`src/rtl/divider_32.sv`:
```
// Multi-cycle 32-bit DIV/DIVU unit: restoring shift-subtract, one quotient bit per clock.
// Results are returned in MIPS LO (quotient) / HI (remainder) form with a start/busy/done handshake.
module divider_32 #(
  parameter logic [5:0] DIV  = 6'd26,
  parameter logic [5:0] DIVU = 6'd27
) (
  input  logic        clk,
  input  logic        reset,
  input  logic        start,
  input  logic [31:0] a,
  input  logic [31:0] b,
  input  logic [5:0]  sel,
  output logic        busy,
  output logic        done,
  output logic [31:0] lo,
  output logic [31:0] hi,
  output logic        div_zero
);

  typedef enum logic [1:0] {IDLE, CALC, FIX} state_t;

  state_t      state_q, state_d;
  logic [32:0] r_q, r_d;
  logic [31:0] q_q, q_d;
  logic [31:0] b_q, b_d;
  logic [31:0] a_q, a_d;
  logic        qneg_q, qneg_d;
  logic        rneg_q, rneg_d;
  logic [4:0]  cnt_q, cnt_d;
  logic [31:0] lo_q, lo_d;
  logic [31:0] hi_q, hi_d;
  logic        dz_q, dz_d;
  logic        done_q, done_d;

  logic        signed_op;
  logic [32:0] r_sh;
  logic [33:0] trial;

  always_comb begin
    state_d   = state_q;
    r_d       = r_q;
    q_d       = q_q;
    b_d       = b_q;
    a_d       = a_q;
    qneg_d    = qneg_q;
    rneg_d    = rneg_q;
    cnt_d     = cnt_q;
    lo_d      = lo_q;
    hi_d      = hi_q;
    dz_d      = dz_q;
    done_d    = 1'b0;
    signed_op = (sel == DIV);
    // {R,Q} shifted left by one; trial subtract borrows into bit 33 when R < |b|
    r_sh      = {r_q[31:0], q_q[31]};
    trial     = {1'b0, r_sh} - {2'b00, b_q};

    case (state_q)
      IDLE: begin
        if (start && (sel == DIV || sel == DIVU)) begin
          a_d     = a;
          q_d     = (signed_op && a[31]) ? -a : a;
          b_d     = (signed_op && b[31]) ? -b : b;
          r_d     = '0;
          cnt_d   = '0;
          qneg_d  = signed_op & (a[31] ^ b[31]);
          rneg_d  = signed_op & a[31];
          state_d = (b == '0) ? FIX : CALC;
        end
      end
      CALC: begin
        r_d   = trial[33] ? r_sh : trial[32:0];
        q_d   = {q_q[30:0], ~trial[33]};
        cnt_d = cnt_q + 5'd1;
        if (cnt_q == 5'd31) state_d = FIX;
      end
      FIX: begin
        done_d  = 1'b1;
        state_d = IDLE;
        if (b_q == '0) begin
          lo_d = '1;
          hi_d = a_q;
          dz_d = 1'b1;
        end else begin
          lo_d = qneg_q ? -q_q : q_q;
          hi_d = rneg_q ? -r_q[31:0] : r_q[31:0];
          dz_d = 1'b0;
        end
      end
      default: state_d = IDLE;
    endcase
  end

  always_ff @(posedge clk or posedge reset) begin
    if (reset) begin
      state_q <= IDLE;
      r_q     <= '0;
      q_q     <= '0;
      b_q     <= '0;
      a_q     <= '0;
      qneg_q  <= 1'b0;
      rneg_q  <= 1'b0;
      cnt_q   <= '0;
      lo_q    <= '0;
      hi_q    <= '0;
      dz_q    <= 1'b0;
      done_q  <= 1'b0;
    end else begin
      state_q <= state_d;
      r_q     <= r_d;
      q_q     <= q_d;
      b_q     <= b_d;
      a_q     <= a_d;
      qneg_q  <= qneg_d;
      rneg_q  <= rneg_d;
      cnt_q   <= cnt_d;
      lo_q    <= lo_d;
      hi_q    <= hi_d;
      dz_q    <= dz_d;
      done_q  <= done_d;
    end
  end

  assign busy     = (state_q == CALC) || (state_q == FIX);
  assign done     = done_q;
  assign lo       = lo_q;
  assign hi       = hi_q;
  assign div_zero = dz_q;

endmodule

```
`config.mk`:
```
export PLATFORM = sky130hd
export DESIGN_NAME = divider_32
export DESIGN_NICKNAME = d
export VERILOG_FILES = /design/src/rtl/divider_32.sv
export SDC_FILE = /design/constraint.sdc
export NUM_CORES = 1
export LEC_CHECK = 0
export CAP_MARGIN = 20
export CORE_MARGIN = 1
export CORE_UTILIZATION = 40
export CTS_CLUSTER_DIAMETER = 50
export CTS_CLUSTER_SIZE = 12
export DETAILED_ROUTE_END_ITERATION = 12
export GPL_TIMING_DRIVEN = 1
export PLACE_DENSITY_LB_ADDON = 0.08
export SYNTH_ARGS = -nofsm -noshare
export SYNTH_HDL_FRONTEND = slang
export SYNTH_SLANG_ARGS = --single-unit
```
`constraint.sdc`:
```
create_clock -name clk -period 7.9 [get_ports clk]
set_input_delay 2.37 -clock clk [delete_from_list [all_inputs] [get_ports clk]]
set_output_delay 2.37 -clock clk [all_outputs]
set_load 0.01 [all_outputs]
```
==> run summary <==
Summary of implementation figures.

Outcome
The flow ran to the end, and the final reports show no timing, DRC or antenna violations.

Timing
The max-slew violation total from the final report is 0. The total negative setup slack is 0 ns. The worst path in the final design needs a cycle of between 4 and 5 ns, including I/O delays and setup. Post-route period utilization is reported as between 60% and 70%. Hold is met by 0.484 ns. Per the final timing report, the hold violations number 0. Endpoints with negative setup slack in the final report add up to 0.

The highest attainable clock frequency is about 200 MHz. The final setup skew is ~0.0089 ns.

Worst setup path
The type of destination of the critical path is a register. Looking at the setup timing report, the critical path kind is input pin to register. The depth of the worst register-to-register path is 11. The timing report gives the worst reg2reg path a setup slack of ~4.3 ns. Tracing the worst setup path back leads to its startpoint at sel[3]. On the critical path the data arrives at approximately 5.4 ns. The capture point of the worst register-to-register path is recorded as q_q[0]. The required time at the endpoint of the critical path is 8.37 ns. Looking at the critical path, the highest net fanout was 22. The kind of start point of the critical path is an input pin. The origin of the critical flop-to-flop path is q_q[31].

Power
In this run, the clock network consumes a little under a third of the power. The power report puts the leakage power at between 6 and 7 nW. The internal power consumption is between 2 and 3 mW.

The worst ir drop on vdd is around 170 uV. In this run the power spent charging and discharging nets is 1.57 mW. The switching share of power is about a third. Combinational cells account for 33.4% of the total power.

Die
The width of the chip is approximately 180 um. The number of top-level pins is ~140. The floorplan step set the die height to 180 um. The area enclosed by the die boundary is 0.0325 sq mm.

Drt
The via count is approximately 11000. Nets still carrying antenna violations after routing amount to 0. For this run, the detailed router reports a per-instance via density of between 5 and 6.

The first detailed-routing pass took 5 iterations. TritonRoute reported its final design rule violation total as 0. The wire length recorded after detailed routing is roughly 36000 um.

The number of DRC violations after detailed-routing iteration 0 is 567. The length of routed met2 wiring is approximately 17000 um. After detailed routing, no signal wire sits above met4.

The wire length the detailed router placed on met1 is about 16000 um.

Synth
Counting instances in the post-synthesis netlist gives the leading cell types as 203 x sky130_fd_sc_hd__dfrtp_1, 187 x sky130_fd_sc_hd__nand2_1, 172 x sky130_fd_sc_hd__o21ai_0, 108 x sky130_fd_sc_hd__a21oi_1, 108 x sky130_fd_sc_hd__nor2_1. In this run, the synthesized area fraction spent on xor and xnor cells is recorded as a little under a tenth. The simple-gate share of the synthesized area is 15.5%. The cell-mix breakdown from Yosys lists the compound-gate area share as about a fifth. The number of flops mapped to enable cells by yosys is 0. The number of nets handed over by synthesis was 1558. The proportion of synthesized flip-flops having asynchronous set or reset is 100%. The mapped netlist covers 0.0127 sq mm. The count of synthesis-stage warnings from yosys is 0. The summed standard-cell area reported by yosys is 0.0127 sq mm.

Synthesis produced a netlist whose cell count is roughly 1400. The cell count in the Yosys report is approximately 1400. Per the synthesis report, the dominant area consumer among library cells is sky130_fd_sc_hd__dfrtp_1.

For this run, the leading register cell type out of synthesis is sky130_fd_sc_hd__dfrtp_1. The synthesized area per cell is approximately 9 sq um. Yosys reports the multiplexer fraction of the synthesized area as under 10%. Per the synth log, the flip-flop and latch total comes to approximately 200. For reference, the top cells by area after synthesis are sky130_fd_sc_hd__dfrtp_1 40%, sky130_fd_sc_hd__o21ai_0 6.8%, sky130_fd_sc_hd__nand2_1 5.5%, sky130_fd_sc_hd__xnor2_1 5.3%, sky130_fd_sc_hd__mux2_2 4.8%. The number of library cell types mapped by synthesis is about 63.

Hold path
The tightest min-delay check is of the register to register type. The worst hold path endpoint is a_q[0]. For the worst min-delay path, the startpoint reported by OpenROAD is a_q[0].

Placed design
Buffers placed on the I/O ports in this run total ~140. After legalization and detailed placement, the total HPWL measured about 27000 um. The final weighted congestion in routability-driven placement is slightly below 0.9. STA on the placed design reports a worst setup slack of 2.38 ns. The post-placement cell area is between 0.01 and 0.015 sq mm.

Finish
The fraction of final layout cells with drive strength greater than 1 is under 10%. The number of antenna repair diodes is 0. Between the synthesized netlist and the finished layout, the area growth was recorded as 22.6%. After routing the design area is around 0.016 sq mm. The total number of nets in the final design is 1669.

CTS
The number of buffers inserted by post-CTS setup repair is 0. After clock tree synthesis, the clock-pin slew on the worst setup and hold paths is around 0.060 ns. The depth of the CTS H-tree is 1.

The post-cts repair resize count is 0. The worst-case clock buffer depth is 3. The root buffer cell chosen for the clock tree is sky130_fd_sc_hd__clkbuf_16.

GRT
The first-pass GRT wire length is ~58000 um. The initial antenna violation count is 0. The pin count of the biggest net entering global routing is between 100 and 150. After global routing the overflow that remains totals 0.

The via count of the first global-routing pass is 10435.

Run
Max-cap violations in this run came to 0. The count of tool warnings is 31.
[layout make-up]
type                    count  area (sq um)
fillers                  2950         15300
multi-input cells        1108          7160
flip-flops and latches    203          5080
repair buffers            150          1510
clock buffers              36           823
well taps                 396           495
clock inverters            19           269
inverters                  61           233
[stage by stage]
stage	cells	total power [mW]	utilization (%)
5_1_grt	1973	4.81	50.4
3_3_place_gp	1916	3.08	46.7
2_1_floorplan	1443	2.51	-
3_5_place_dp	1916	3.10	46.7
6_report	1973	4.50	50.4
4_1_cts	1971	4.55	50.3
[metal layers]
metal  GRT usage (%)  vias to the layer above
met5               0                        -
met4            5.13                        0
met3            2.45                       42
met2            37.9                      242
met1            30.3                     5059
li1                -                     5342
[power by group through the flow]
stage	clock network (mW)	logic (mW)	registers, mW
2_1_floorplan	0	0.945	1.57
3_3_place_gp	0	1.50	1.58
6_report	1.43	1.50	1.57
3_5_place_dp	0	1.51	1.59
4_1_cts	1.46	1.52	1.57
5_1_grt	1.50	1.68	1.62
[worst max-delay path by stage]
stage	to	slack [ns]	cells after the start
2_1_floorplan	a_q[0]	2.90	1
3_3_place_gp	q_q[2]	2.44	9
3_5_place_dp	state_q[0]	2.38	10
4_1_cts	state_q[0]	2.97	10
5_1_grt	b_q[30]	2.71	10
6_report	q_q[2]	2.99	9
[state kept, by name, summed over array words and instances (netlist names)]
name / flops
a_q: 32
b_q: 32
cnt_q: 5
div_zero: 1
done: 1
hi: 32
lo: 32
q_q: 32
qneg_q: 1
r_q: 32
rneg_q: 1
state_q: 2
[cells in the final DEF, fill, tap and decap left out, types with 15 or more instances in the layout]
master / netlist / layout
sky130_fd_sc_hd__dfrtp_1: 203 / 203
sky130_fd_sc_hd__nand2_1: 187 / 186
sky130_fd_sc_hd__o21ai_0: 172 / 172
sky130_fd_sc_hd__clkdlybuf4s50_1: 0 / 139
sky130_fd_sc_hd__a21oi_1: 108 / 108
sky130_fd_sc_hd__nor2_1: 108 / 107
sky130_fd_sc_hd__xnor2_1: 77 / 77
sky130_fd_sc_hd__xor2_1: 61 / 61
sky130_fd_sc_hd__inv_1: 60 / 59
sky130_fd_sc_hd__mux2_2: 54 / 54
sky130_fd_sc_hd__ha_1: 41 / 39
sky130_fd_sc_hd__clkbuf_16: 0 / 30
sky130_fd_sc_hd__mux2i_1: 28 / 28
sky130_fd_sc_hd__o31ai_1: 22 / 22
sky130_fd_sc_hd__nor3_1: 17 / 17
sky130_fd_sc_hd__o22a_1: 17 / 17
sky130_fd_sc_hd__a21o_1: 16 / 16
sky130_fd_sc_hd__nor4_1: 15 / 15
[worst max-delay path, cell delays in order]
cell	delay (ns)
sky130_fd_sc_hd__clkdlybuf4s50_1	0.45
sky130_fd_sc_hd__nor4bb_1	0.35
sky130_fd_sc_hd__nand2_1	0.09
sky130_fd_sc_hd__nor2_1	0.53
sky130_fd_sc_hd__nand2_1	0.60
sky130_fd_sc_hd__or3_1	0.48
sky130_fd_sc_hd__a21oi_1	0.29
sky130_fd_sc_hd__a21oi_1	0.06
sky130_fd_sc_hd__o21ai_0	0.15
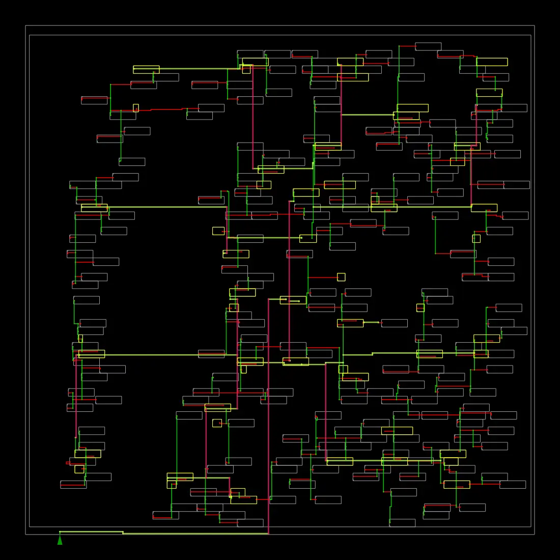
**Above:** clock routing.
total clock buffers created by CTS: 30
later-pin clock latency in the skew report: 0.55 ns
number of clock sinks: 203
number of clock buffers in the layout: 36

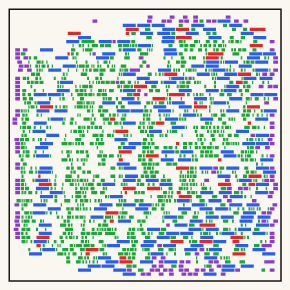
**Above:** cells colored by class.
Drawn at 1.5 px/um.
Key: combinational and other logic = green [cells 1169]; flops = blue [cells 203]; other buffers and delay cells = purple [cells 150]; clock drivers and dummy loads = red [cells 55]

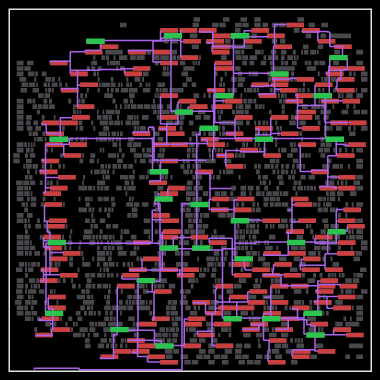
**Above:** clock wires, drivers and flops.
Drawn at 2 px/um.
Key: flip-flops = red [count 203]; clock wires = purple [length 2980 um]; clock drivers = green [count 30]
There are 31 routed clock nets. Position of the flops: all over the die.

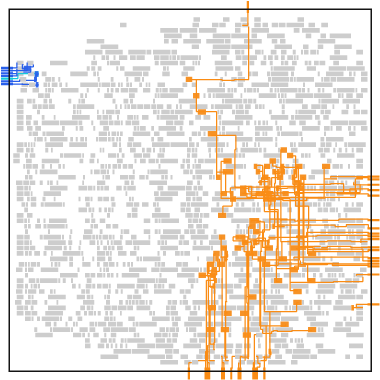
**Above:** wires at chosen ports, followed through buffers.
Drawn at 2 px/um.
Key: a = orange [bits 32, direction input, edge 18 right, 13 bottom, 1 top, end cells 96, buffers 32, wire 2930 um]; sel = blue [bits 6, direction input, edge left, end cells 4, buffers 6, wire 66.6 um]; start = cyan [bits 1, direction input, edge left, end cells 1, buffers 1, wire 12.4 um]

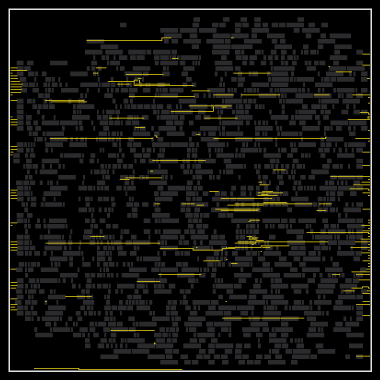
**Above:** M3 wires.
Drawn at 2 px/um.
141 nets have wire on it. The layer carries 1500 um of wire.

Power and IR drop assume default switching activity.
